$ cat src/rtl/cpu_pkg.sv
// Shared definitions for the 16-bit processor: widths, fetch FSM encoding and
// the opcode field position that the fetch stage and the IR agree on.
package cpu_pkg;

  localparam int CPU_ADDR_W = 16;
  localparam int INSTR_W    = 16;
  localparam int OPCODE_MSB = 15;
  localparam int OPCODE_LSB = 10;

  typedef enum logic [1:0] {
    FETCH_IDLE  = 2'd0,
    FETCH_REQ   = 2'd1,
    FETCH_VALID = 2'd2
  } fetch_state_e;

  function automatic logic [OPCODE_MSB-OPCODE_LSB:0] opcode_of(input logic [INSTR_W-1:0] word);
    return word[OPCODE_MSB:OPCODE_LSB];
  endfunction

endpackage

$ cat src/rtl/instr_fetch_pc_reg.sv
// Program counter register: asynchronous reset to RESET_PC, a jump load
// that always beats the post-fetch increment, wrapping modulo 2^ADDR_W.
module pc_reg
  import cpu_pkg::*;
#(
  parameter int                ADDR_W   = CPU_ADDR_W,
  parameter logic [ADDR_W-1:0] RESET_PC = {ADDR_W{1'b0}}
) (
  input  logic              clk,
  input  logic              rst_b,
  input  logic              load_i,
  input  logic [ADDR_W-1:0] load_val_i,
  input  logic              inc_i,
  output logic [ADDR_W-1:0] pc_o
);

  logic [ADDR_W-1:0] pc_q;
  logic [ADDR_W-1:0] pc_d;

  // next PC: jump target, incremented PC, or hold
  always_comb begin
    pc_d = pc_q;
    if (load_i) begin
      pc_d = load_val_i;
    end else if (inc_i) begin
      pc_d = pc_q + ADDR_W'(1);
    end else begin
      pc_d = pc_q;
    end
  end

  // PC state register
  always_ff @(posedge clk or negedge rst_b) begin
    if (!rst_b) begin
      pc_q <= RESET_PC;
    end else begin
      pc_q <= pc_d;
    end
  end

  assign pc_o = pc_q;

endmodule

$ cat src/rtl/instr_fetch.sv
// Instruction fetch stage: owns the PC, reads one word per request over a
// req/ack handshake and strobes it to the IR. FETCH_TIMEOUT_EN adds a sticky ack timeout.
module instr_fetch
  import cpu_pkg::*;
#(
  parameter int                ADDR_W      = CPU_ADDR_W,
  parameter logic [ADDR_W-1:0] RESET_PC    = {ADDR_W{1'b0}},
  parameter int                TIMEOUT_CYC = 16
) (
  input  logic               clk,
  input  logic               rst_b,
  input  logic               fetch_en,
  input  logic               jmp,
  input  logic [ADDR_W-1:0]  jmp_addr,
  output logic [ADDR_W-1:0]  mem_addr,
  output logic               mem_rd,
  input  logic [INSTR_W-1:0] mem_rdata,
  input  logic               mem_ack,
  output logic [INSTR_W-1:0] instr,
  output logic               instr_vld,
  output logic [ADDR_W-1:0]  pc,
  output logic               busy,
  output logic               err
);

  fetch_state_e       state_q;
  fetch_state_e       state_d;
  logic [INSTR_W-1:0] instr_q;
  logic [INSTR_W-1:0] instr_d;
  logic               capture_s;
  logic [ADDR_W-1:0]  pc_s;

`ifdef FETCH_TIMEOUT_EN
  localparam logic [15:0] TMO_LAST = 16'(TIMEOUT_CYC - 1);
  logic [15:0] cnt_q;
  logic [15:0] cnt_d;
  logic        err_q;
  logic        err_d;
`endif

  // next state; a jump in REQ aborts the fetch even if ack arrives together
  always_comb begin
    state_d   = state_q;
    capture_s = 1'b0;
`ifdef FETCH_TIMEOUT_EN
    cnt_d     = cnt_q;
    err_d     = err_q;
`endif
    case (state_q)
      FETCH_IDLE: begin
        if (fetch_en) state_d = FETCH_REQ;
        else          state_d = FETCH_IDLE;
      end
      FETCH_REQ: begin
        if (jmp) begin
          state_d = FETCH_IDLE;
        end else if (mem_ack) begin
          capture_s = 1'b1;
          state_d   = FETCH_VALID;
        end else begin
`ifdef FETCH_TIMEOUT_EN
          if (cnt_q == TMO_LAST) begin
            err_d   = 1'b1;
            state_d = FETCH_IDLE;
          end else begin
            cnt_d   = cnt_q + 16'd1;
            state_d = FETCH_REQ;
          end
`else
          state_d = FETCH_REQ;
`endif
        end
      end
      FETCH_VALID: begin
        if (fetch_en) state_d = FETCH_REQ;
        else          state_d = FETCH_IDLE;
      end
      default: state_d = FETCH_IDLE;
    endcase
`ifdef FETCH_TIMEOUT_EN
    if ((state_d == FETCH_REQ) && (state_q != FETCH_REQ)) begin
      cnt_d = 16'd0;
    end else begin
      cnt_d = cnt_d;
    end
`endif
  end

  // instruction word holds until the next successful capture
  always_comb begin
    if (capture_s) instr_d = mem_rdata;
    else           instr_d = instr_q;
  end

  // state and instruction registers
  always_ff @(posedge clk or negedge rst_b) begin
    if (!rst_b) begin
      state_q <= FETCH_IDLE;
      instr_q <= {INSTR_W{1'b0}};
    end else begin
      state_q <= state_d;
      instr_q <= instr_d;
    end
  end

`ifdef FETCH_TIMEOUT_EN
  // timeout counter and sticky error flag
  always_ff @(posedge clk or negedge rst_b) begin
    if (!rst_b) begin
      cnt_q <= 16'd0;
      err_q <= 1'b0;
    end else begin
      cnt_q <= cnt_d;
      err_q <= err_d;
    end
  end
  assign err = err_q;
`else
  assign err = 1'b0;
`endif

  pc_reg #(
    .ADDR_W   (ADDR_W),
    .RESET_PC (RESET_PC)
  ) u_pc_reg (
    .clk        (clk),
    .rst_b      (rst_b),
    .load_i     (jmp),
    .load_val_i (jmp_addr),
    .inc_i      (capture_s),
    .pc_o       (pc_s)
  );

  assign pc        = pc_s;
  assign mem_addr  = pc_s;
  assign mem_rd    = (state_q == FETCH_REQ);
  assign busy      = (state_q == FETCH_REQ);
  assign instr_vld = (state_q == FETCH_VALID);
  assign instr     = instr_q;

endmodule

$ cat config.mk
export PLATFORM = sky130hd
export DESIGN_NAME = instr_fetch
export DESIGN_NICKNAME = d
export VERILOG_FILES = /design/src/rtl/cpu_pkg.sv /design/src/rtl/instr_fetch_pc_reg.sv /design/src/rtl/instr_fetch.sv
export SDC_FILE = /design/constraint.sdc
export NUM_CORES = 1
export LEC_CHECK = 0
export CAP_MARGIN = 20
export CORE_ASPECT_RATIO = 0.6
export CORE_MARGIN = 2
export CORE_UTILIZATION = 40
export CTS_CLUSTER_DIAMETER = 150
export DETAILED_ROUTE_END_ITERATION = 12
export HOLD_SLACK_MARGIN = 0.06
export PLACE_DENSITY = 0.81
export SYNTH_ARGS = -nofsm -noshare
export SYNTH_HDL_FRONTEND = slang
export SYNTH_SLANG_ARGS = --single-unit
$ cat constraint.sdc
create_clock -name clk -period 2.2 [get_ports clk]
set_input_delay 0.33 -clock clk [delete_from_list [all_inputs] [get_ports clk]]
set_output_delay 0.33 -clock clk [all_outputs]
set_load 0.005 [all_outputs]
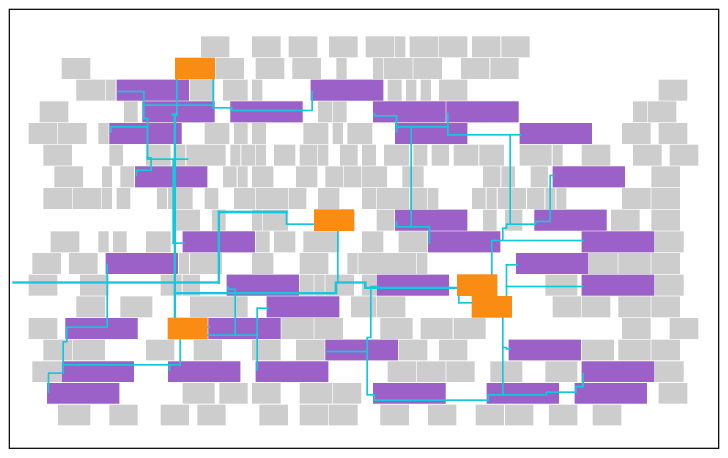
**Above:** clock distribution.
[cyan] clock wires | length: 437 um
[orange] clock-net drivers | count: 5
[purple] flip-flops | count: 34
flops lie	widely spread

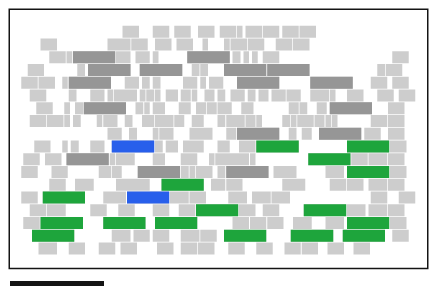
**Above:** where the registers sit.
Scale bar: 20 um. Other sequential cells in the stronger gray, the rest of the logic in the fainter gray.
color	name in the netlist	placed flops
blue	`state_q`	2
green	`instr`	16
not colored	16
P_seq: 0.000832 W
flop share of the area: 31.6%
fin util: 65.3%
Reg area: 851 um2

==> CHANGELOG.md <==
### Metrics

- First-pass GRT wire length: 6.58 mm
- Gate Area: 713 um2
- Combinational power: 0.000576 W
- Area after DPL: 2610 um2
- Status: completed
- Hold WS: 0.109 ns
- Ys flop type: dfrtp_1
- Reg2Reg Launch Point: state_q[1]
- Met3 WL: 331 um
- Ao+oa area frac: 5.35%
- EDFF count, synth: 0
- Met2 WL: 1.72 mm
- Fill cells: 348
- Clk_buf instances: 6
- Latency at later pin: 0.28 ns
- Peak VDD IR: 452 uV
- YS chip area: 1730 um2
- Critical path capture point type: flip-flop
- Pin count of the biggest net entering global routing: 35
- Post-CTS Hold Buffers: 0
- Min Tclk post-route: 2.03 ns
- Crit-path max FO: 4
- Count leader, synth: dfrtp_1
- Most used logic cell in the final layout: clkdlybuf4s50_1
- Sw Ratio: 25.2%
- Cell at the root of the clock tree: clkbuf_8
- CP peak stage delay: 0.57 ns
- Switching power: 0.000467 W
- Critical Path AT: 2.23 ns
- Worst path slowest cell: or4_4
- Post-synth seq share: 49.2%
- Via Count: 1452
- Total wire length: 4.09 mm
- Routability cong.: 0.762
- Slew Viols, Final: 0
- Internal power: 0.00139 W
- Die width: 88.9 um
- TritonCTS clock tree: done
- Worst hold path type: in -> async
- Yosys top cell by area: dfrtp_1
- Overflow after GRT: 0
- I/O pin count: 89
- Diodes inserted: 0
- Chip area: 4890 um2
- Crit path to: u_pc_reg.pc_o[15]
- Total global-route track usage: 18.4%
- Leak: 1.08 nW
- Buf/Inv on CP: 1
- Non-clock buffers: 97
- HPWL Detailed: 3.10 mm
- Unique cell types: 28
- Cell count along the critical path: 5
- Fmax: 0.492 GHz
- Clock Skew: 0.00419 ns
- Clock network area share: 3.07%
- CTS max path bufs: 2
- FFs & Latches: 34
- Crit share post-route: 92.4%
- Crit path cell chain: clkdlybuf4s50_1 > nand3b_4 > or4_4 > or4b_1 > a31oi_1
- Share of cells above drive strength 1: 15.7%
- Non-clock buffer share: 35.4%
- Critical Path Start: mem_ack
- Cells after DPL: 296
- Post-route setup TNS: 0 ns
- Mapped cell area: 1730 um2
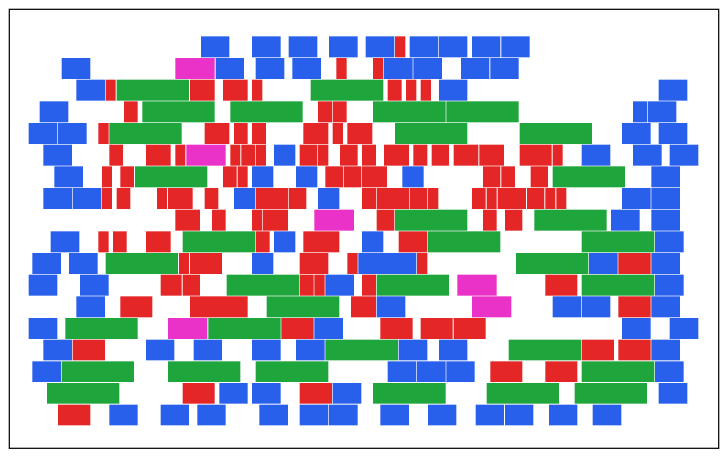
**Above:** cells colored by class.
color	class	cells	share of their area
green	registers	34	33%
red	remaining logic cells	105	28%
blue	remaining buffers and delay cells	97	36%
magenta	clock drivers and dummy loads	6	3.2%
Cell Rows: 18
fin area: 2690 um2
Core Region: 4120 um2

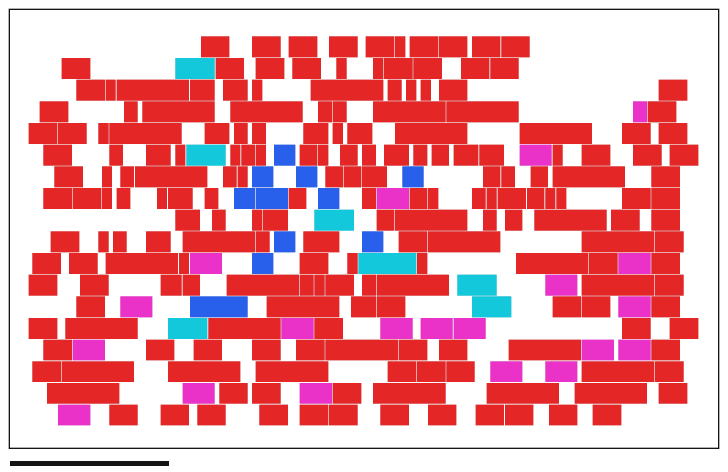
**Above:** cell sizes after repair.
Scale bar: 20 um.
color	size	cells	share
red	x1 and smaller	204	84%
blue	x3 and x4	11	4.5%
magenta	x2	20	8.3%
cyan	x6 and larger	7	2.9%

Power and IR drop assume default switching activity.
